$ cat config.mk
export PLATFORM = sky130hd
export DESIGN_NAME = serial_parity_rx
export DESIGN_NICKNAME = d
export VERILOG_FILES = /design/src/rtl/serial_parity_rx.sv
export SDC_FILE = /design/constraint.sdc
export NUM_CORES = 1
export LEC_CHECK = 0
export CAP_MARGIN = 10
export CORE_MARGIN = 1
export CORE_UTILIZATION = 40
export DETAILED_ROUTE_END_ITERATION = 8
export GPL_TIMING_DRIVEN = 0
export PLACE_DENSITY = 0.66
export SYNTH_ARGS = -nofsm -noshare
export SYNTH_HDL_FRONTEND = slang
export SYNTH_SLANG_ARGS = --single-unit
$ cat constraint.sdc
create_clock -name clk -period 1.4 [get_ports clk]
set_input_delay 0.14 -clock clk [delete_from_list [all_inputs] [get_ports clk]]
set_output_delay 0.14 -clock clk [all_outputs]
set_load 0.02 [all_outputs]
$ cat src/rtl/serial_parity_rx.sv
// serial_parity_rx: receives start / data (LSB first) / parity / stop frames
// from a qualified bit stream, recomputes parity with a running XOR and
// presents the word with parity and framing status.
// Optional feature macro: PARITY_RX_ERR_COUNT_EN (saturating error counter).
// Handshake: serial_in is consumed only in cycles where in_valid=1; there is
// no backpressure. out_valid is a one-cycle strobe that qualifies data_out,
// parity_err and frame_err, which then hold until the next frame completes.
module serial_parity_rx #(
    parameter int WIDTH = 8,
    parameter bit ODD   = 1'b0
) (
    input  logic             clk,
    input  logic             rst_n,
    input  logic             serial_in,
    input  logic             in_valid,
    output logic [WIDTH-1:0] data_out,
    output logic             out_valid,
    output logic             parity_err,
    output logic             frame_err,
    output logic             busy,
    output logic [7:0]       err_count
);

    localparam int CNT_W = $clog2(WIDTH + 1);
    localparam logic [CNT_W-1:0] LAST_BIT = CNT_W'(WIDTH - 1);

    typedef enum logic [1:0] {
        S_IDLE   = 2'd0,
        S_DATA   = 2'd1,
        S_PARITY = 2'd2,
        S_STOP   = 2'd3
    } state_t;

    state_t             r_state;
    state_t             w_state_next;
    logic               w_start;
    logic               w_done;
    logic               w_parity_err;
    logic [WIDTH-1:0]   r_shift;
    logic [CNT_W-1:0]   r_cnt;
    logic               r_acc;
    logic [WIDTH-1:0]   r_data_out;
    logic               r_out_valid;
    logic               r_parity_err;
    logic               r_frame_err;

    // State register.
    always_ff @(posedge clk or negedge rst_n) begin
        if (!rst_n) begin
            r_state <= S_IDLE;
        end else begin
            r_state <= w_state_next;
        end
    end

    // Next-state decode; every transition needs a qualified bit.
    always_comb begin
        w_state_next = r_state;
        w_start      = 1'b0;
        w_done       = 1'b0;
        case (r_state)
            S_IDLE: begin
                if (in_valid && !serial_in) begin
                    w_state_next = S_DATA;
                    w_start      = 1'b1;
                end
            end
            S_DATA: begin
                if (in_valid && (r_cnt == LAST_BIT)) begin
                    w_state_next = S_PARITY;
                end
            end
            S_PARITY: begin
                if (in_valid) begin
                    w_state_next = S_STOP;
                end
            end
            S_STOP: begin
                if (in_valid) begin
                    w_state_next = S_IDLE;
                    w_done       = 1'b1;
                end
            end
            default: begin
                w_state_next = S_IDLE;
            end
        endcase
    end

    // The accumulator already holds data XOR parity while in STOP.
    assign w_parity_err = r_acc ^ ODD;

    // Deserialiser: place data bit k at bit k, accumulate parity over data and parity bit.
    always_ff @(posedge clk or negedge rst_n) begin
        if (!rst_n) begin
            r_shift <= '0;
            r_cnt   <= '0;
            r_acc   <= 1'b0;
        end else if (w_start) begin
            r_shift <= '0;
            r_cnt   <= '0;
            r_acc   <= 1'b0;
        end else if (in_valid && (r_state == S_DATA)) begin
            for (int i = 0; i < WIDTH; i++) begin
                if (r_cnt == CNT_W'(i)) begin
                    r_shift[i] <= serial_in;
                end
            end
            r_acc <= r_acc ^ serial_in;
            if (r_cnt != LAST_BIT) begin
                r_cnt <= r_cnt + 1'b1;
            end
        end else if (in_valid && (r_state == S_PARITY)) begin
            r_acc <= r_acc ^ serial_in;
        end
    end

    // Result registers: word and status captured together on the stop bit.
    always_ff @(posedge clk or negedge rst_n) begin
        if (!rst_n) begin
            r_data_out   <= '0;
            r_out_valid  <= 1'b0;
            r_parity_err <= 1'b0;
            r_frame_err  <= 1'b0;
        end else begin
            r_out_valid <= w_done;
            if (w_done) begin
                r_data_out   <= r_shift;
                r_parity_err <= w_parity_err;
                r_frame_err  <= ~serial_in;
            end
        end
    end

`ifdef PARITY_RX_ERR_COUNT_EN
    logic [7:0] r_err_count;

    // Count completed frames with any error, holding at 255.
    always_ff @(posedge clk or negedge rst_n) begin
        if (!rst_n) begin
            r_err_count <= 8'd0;
        end else if (w_done && (w_parity_err || !serial_in) && (r_err_count != 8'hFF)) begin
            r_err_count <= r_err_count + 8'd1;
        end
    end

    assign err_count = r_err_count;
`else
    assign err_count = 8'd0;
`endif

    assign data_out   = r_data_out;
    assign out_valid  = r_out_valid;
    assign parity_err = r_parity_err;
    assign frame_err  = r_frame_err;
    assign busy       = (r_state != S_IDLE);

endmodule

run_1/layer_met1.png
Supply wires on this layer in gray.
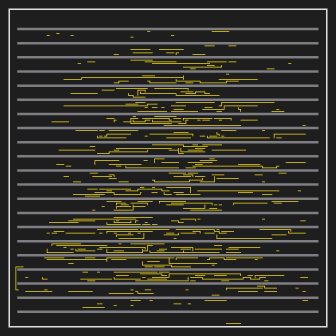
The longest straight run is 19.6 um. The layer holds 43% of the routed length. 145 nets have wire on it.

run_1/wires.png
Only two layers are drawn.
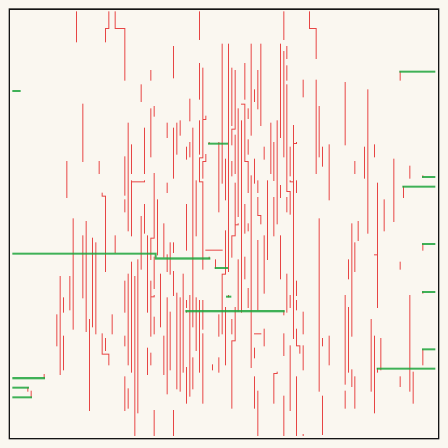
Green shows metal 3, wire length 80.3 um. Red shows metal 2, wire length 1,440 um.

==> run summary, run 1 <==
flow finished, numbers: status=finished, violations left, violated checks=negative setup slack, largest net degree at the start of global routing=27, worst setup path category=flip-flop to flip-flop, layout cells sized above 1=36.5%, ant diodes=0, Total Routing Usage GR=17.7%, ys async rst share=100%, Avg Cell Area, Syn=10.7 um2, Final Skew=0.00663 ns, Req. time, crit path=1.63 ns, Hold Vio Cnt, Final=0, Top non-seq family=simple AND/OR/NAND/NOR gates, Root Buffer=clkbuf_4, Post-Route Setup TNS=-0.754 ns, worst-path maximum fanout=4, detailed-route wire length per cell=13.6 um, Core Util, Final=58.3%, Final Net Count=174, worst vdd ir=1.01 mV, vias post-DR=1,014, Synth Register Bits=26, Setup WS pre-CTS=-0.271 ns, Die X-Extent=60.8 um, Pwr Density=1940 nW/um2, final count of negative-setup-slack endpoints=10, Commonest Layout Cell=dfrtp_1, Top FF cell, synth=dfrtp_1, crit path cell chain=buf_6 > ha_4 > o21ba_4 > o22ai_2 > o21ai_2 > mux2_4, drt total wl=2760 um, TritonCTS clock tree=built, non-filler cells, final=203, mux share=9.05%, Simple-Gate Area Share=15.1%, Post-synth EDFFs=0, top routing layer in use=met4, crit path DAT=1.75 ns, placed insts=195, Final WS setup=-0.119 ns, Synth Cell Area=1380 um2, Tot Pwr=3.57 mW, Die ar.=3700 um2, CTS max path bufs=2
run_1/detail.png
The bar under the picture is 10 um long. Window x 15 to 45, y 15 to 45 um. Cells in gray, sequential cells in the stronger gray; small squares are vias.
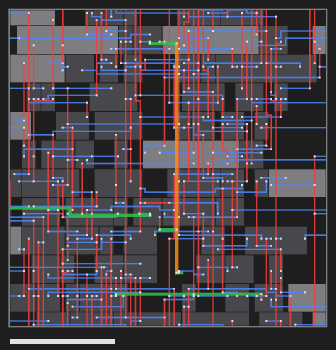
Blue shows metal 1. Orange shows metal 4. Green shows metal 3. Red shows metal 2.
67 logic cells have their middle in the window. Netlist names of flops here include r_shift (3), r_cnt (2). Most frequent: nand2_1 (11), nand4_1 (6), nor2_1 (5). Sequential cells in the window: 5.

-- run 1: Yosys cell counts, types with 2 or more instances --
cell,instances,area (um2)
xnor2_1,2,17.5
o21ai_0,4,20.0
mux2_2,8,90.1
ha_1,9,113
nand2_1,18,67.6
inv_1,7,26.3
and3_1,2,12.5
nand3_1,4,20.0
clkbuf_1,2,7.51
mux2i_1,2,20.0
and2_1,2,12.5
o211ai_1,4,30.0
o311ai_1,3,26.3
buf_4,10,75.1
dfrtp_1,26,651
nand4_1,6,37.5
nor2_1,6,22.5
-- run 1: sequential cells by signal, indices dropped and copies added, names as in the netlist --
name / count
data_out: 8
r_shift: 8
parity_err: 1
out_valid: 1
frame_err: 1
r_acc: 1
r_state: 2
r_cnt: 4
-- run 1: report_power, final --
group | leakage (nW) | total (mW) | internal [mW] | switching (mW)
Combinational | 0.562 | 1.98 | 0.948 | 1.03
Sequential | 0.343 | 1.28 | 1.05 | 0.232
Clock | 0.0138 | 0.315 | 0.101 | 0.214
-- run 1: kinds of logic after synthesis --
kind of cell             count (synthesis)
adder cells (fa/ha/maj)                  9
XOR/XNOR                                 2
AND/OR/NAND/NOR                         41
other                                    1
multiplexers                            11
buffers and inverters                   20
flip-flops                              26
AND-OR/OR-AND                           19
-- run 1: worst max-delay path: cells and delay by family, from the launching register on --
kind | cells | cell delay (ns)
multiplexers | 1 | 0.30
buffers and inverters | 1 | 0.14
AND-OR/OR-AND | 3 | 0.38
adder cells (fa/ha/maj) | 1 | 0.16
flip-flops | 1 | 0.44
-- run 1: routing by layer --
layer / vias to the layer above / GRT usage [%]
met5: - / 0
met4: 0 / 8.12
met3: 5 / 2.56
met2: 17 / 30.9
met1: 501 / 21.5
li1: 491 / -
-- run 1: final timing paths --
path                                   startpoint  slack [ns]  cells past startpoint                 endpoint
setup / recovery           r_state[1]$_DFFE_PN0P_       -0.12                      6   r_state[1]$_DFFE_PN0P_
hold / removal                              rst_n        0.10                      1  data_out[4]$_DFFE_PN0P_
setup reg to reg           r_state[1]$_DFFE_PN0P_       -0.12                      6   r_state[1]$_DFFE_PN0P_
hold reg to reg            parity_err$_DFFE_PN0P_        0.50                      2   parity_err$_DFFE_PN0P_
max in group asynchronous                   rst_n        0.84                      2     r_cnt[2]$_DFFE_PN0P_
min in group clk           parity_err$_DFFE_PN0P_        0.50                      2   parity_err$_DFFE_PN0P_
-- run 1: cell type report --
class	count	area, um2	area share (%)
multi-input cells	90	781	42.4
flip-flops and latches	26	652	35.4
repair buffers	22	221	12.0
plain buffers	11	78.8	4.29
well taps	44	55.1	2.99
inverters	7	28.8	1.56
clock buffers	3	22.5	1.22
-- run 1: timing repair --
item | CTS | global route
buffers inserted | 4 | 2
pin swaps | 7 | 7
resized | 35 | 15
endpoints found under the setup margin | 29 | 20
==> inputs of run 2 (changes only) <==
--- a/config.mk
+++ b/config.mk
@@ -5,12 +5,13 @@
 export SDC_FILE = /design/constraint.sdc
 export NUM_CORES = 1
 export LEC_CHECK = 0
+export ABC_AREA = 1
 export CAP_MARGIN = 10
 export CORE_MARGIN = 1
 export CORE_UTILIZATION = 40
 export DETAILED_ROUTE_END_ITERATION = 8
 export GPL_TIMING_DRIVEN = 0
-export PLACE_DENSITY = 0.66
+export PLACE_DENSITY_LB_ADDON = 0.25
 export SYNTH_ARGS = -nofsm -noshare
 export SYNTH_HDL_FRONTEND = slang
 export SYNTH_SLANG_ARGS = --single-unit
run_2/layer_met1.png
Supply wires on this layer in gray.
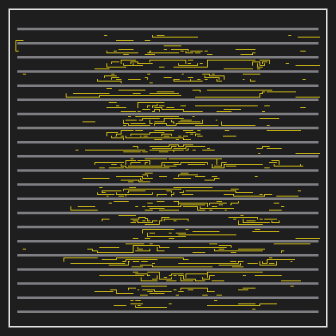
The layer carries 1,200 um of wire. The longest straight run is 15.6 um.

run_2/io_fan.png
The bar under the picture is 20 um long.
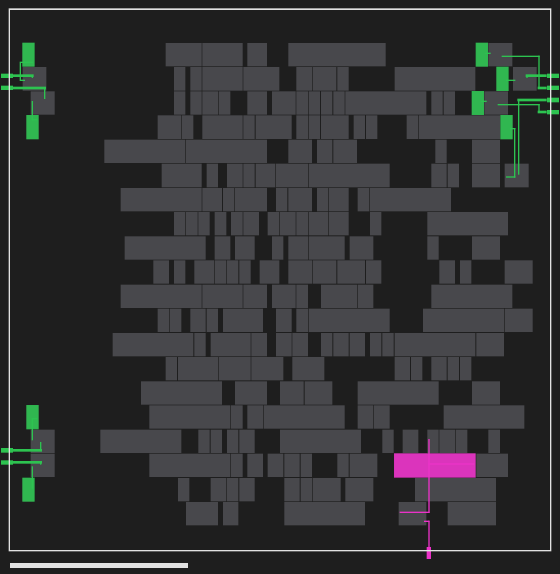
Magenta shows frame_err, direction output, end cells 1, buffers 1, wire 19.8 um. Green shows err_count, direction output, end cells 8, buffers 8, wire 62.2 um.

==> run summary, run 2 <==
flow finished, numbers: dominant cell type by area after synthesis=dfrtp_1, Final Skew=0.00233 ns, Root Buffer=clkbuf_4, Top FF cell, synth=dfrtp_1, Pwr Density=1910 nW/um2, top cell types by occurrence after synthesis=nand2_1 (32), inv_1 (28), dfrtp_1 (26), o21ai_0 (20), nand3_1 (11), worst r2r dst=r_cnt[3]$_DFFE_PN0P_, Avg Cell Area, Syn=8.23 um2, Comb pwr share=49.8%, sw power=1.42 mW, clock power share=15.1%, reg-to-reg startpoint=r_state[0]$_DFFE_PN0P_, Hold Vio Cnt, Final=0, final count of negative-setup-slack endpoints=0, Die X-Extent=60.8 um, CTS max path bufs=2, ant diodes=0, crit path cell chain=buf_6 > ha_4 > nand2_4 > clkinv_4 > buf_6 > nand4_1 > nand2_1 > nor2_1, Die ar.=3700 um2, Core Util, Final=57.5%, layout cells sized above 1=23.8%, Synth Cell Area=1380 um2, TritonCTS clock tree=built, status=finished clean, Total Routing Usage GR=15.9%, Synth Register Bits=26, vias post-DR=1,145, ys async rst share=100%, worst vdd ir=0.592 mV, switching part of the total=41.0%, drt total wl=2710 um, Pint=2.05 mW, most common cell in the netlist=nand2_1, sequential power share=35.1%, Commonest Layout Cell=nand2_1
run_2/clocks.png
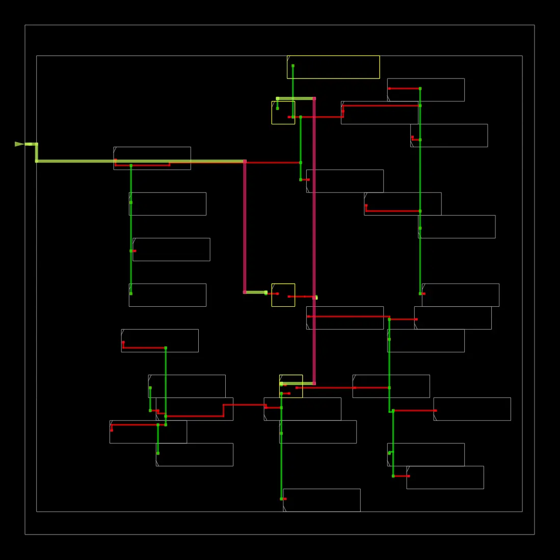
Clk. pwr: 0.523 mW
clock sink total: 26

==> run 2: per-stage QoR <==
step	setup WS, ns	instance area, um2	cells	setup TNS [ns]
floorplan	0.0980	1410	175	0
global placement	-0.121	1610	234	-2.90
detailed placement	-0.142	1610	234	-3.96
CTS	-0.0191	1660	240	-0.0437
global route	-0.0283	1810	250	-0.0647
finish	0.0478	1810	250	0
==> run 2: repair_timing <==
action,in CTS,in global routing
cloned,0,2
setup buffers,2,7
gates resized,15,27
pin swaps,0,4
endpoints found under the setup margin,13,24
==> run 2: worst max-delay path, delay by kind of cell, from the launching register on <==
kind,cells,cell delay [ns]
flops,1,0.43
simple gates,4,0.34
buf+inv,3,0.36
fa+ha+maj,1,0.16
==> run 2: final cells by class <==
| cell class | count | area (um2) | share of cell area (%) |
|---|---|---|---|
| multi-input cells | 107 | 608 | 33.5 |
| clock inverters | 1 | 30.0 | 1.66 |
| inverters | 31 | 121 | 6.69 |
| plain buffers | 11 | 83.8 | 4.62 |
| flip-flops and latches | 26 | 651 | 35.9 |
| well taps | 44 | 55.1 | 3.04 |
| repair buffers | 26 | 235 | 13.0 |
| clock buffers | 3 | 22.5 | 1.24 |
| repair inverters | 1 | 6.26 | 0.345 |
==> run 2: metal layers <==
| layer | share of wire (%) | wire length, um | track usage, % | up-vias |
|---|---|---|---|---|
| met1 | 44 | 1200 | 19.5 | 530 |
| met4 | 1.8 | 49 | 7.14 | 0 |
| met3 | 3.2 | 86 | 2.56 | 5 |
| met5 | 0 | 0 | 0 | - |
| li1 | - | - | - | 587 |
| met2 | 51 | 1370 | 27.5 | 23 |
==> run 2: worst max-delay path by stage <==
stage / start / endpoint / slack [ns] / cells past startpoint
global route: r_state[1]$_DFFE_PN0P_ / r_shift[4]$_DFFE_PN0P_ / -0.03 / 8
floorplan: r_state[0]$_DFFE_PN0P_ / r_shift[4]$_DFFE_PN0P_ / 0.1 / 8
detailed placement: serial_in / r_shift[0]$_DFFE_PN0P_ / -0.14 / 8
finish: r_state[0]$_DFFE_PN0P_ / r_cnt[3]$_DFFE_PN0P_ / 0.05 / 8
CTS: r_state[0]$_DFFE_PN0P_ / r_shift[0]$_DFFE_PN0P_ / -0.02 / 8
global placement: serial_in / r_cnt[0]$_DFFE_PN0P_ / -0.12 / 8
==> run 2: cells by family (layout without fill, tap and decap cells) <==
family          count (synthesis)  count (layout)  share of synthesized area, %
compound gates                 30              30                          11.2
fa+ha+maj                       9               9                          8.14
buf+inv                        42              73                          14.6
flops                          26              26                          47.1
other cells                     1               8                         0.271
simple gates                   60              60                          18.7
==> run 2: power groups by stage <==
stage / combinational, mW / sequential, mW / clock (mW)
after floorplan: 0.858 / 1.37 / 0
after global routing: 1.96 / 1.25 / 0.551
after CTS: 1.47 / 1.21 / 0.527
after global placement: 1.44 / 1.23 / 0
final: 1.73 / 1.22 / 0.523
after detailed placement: 1.51 / 1.25 / 0
Power figures rest on the tool's default switching activity, not on a simulated workload.
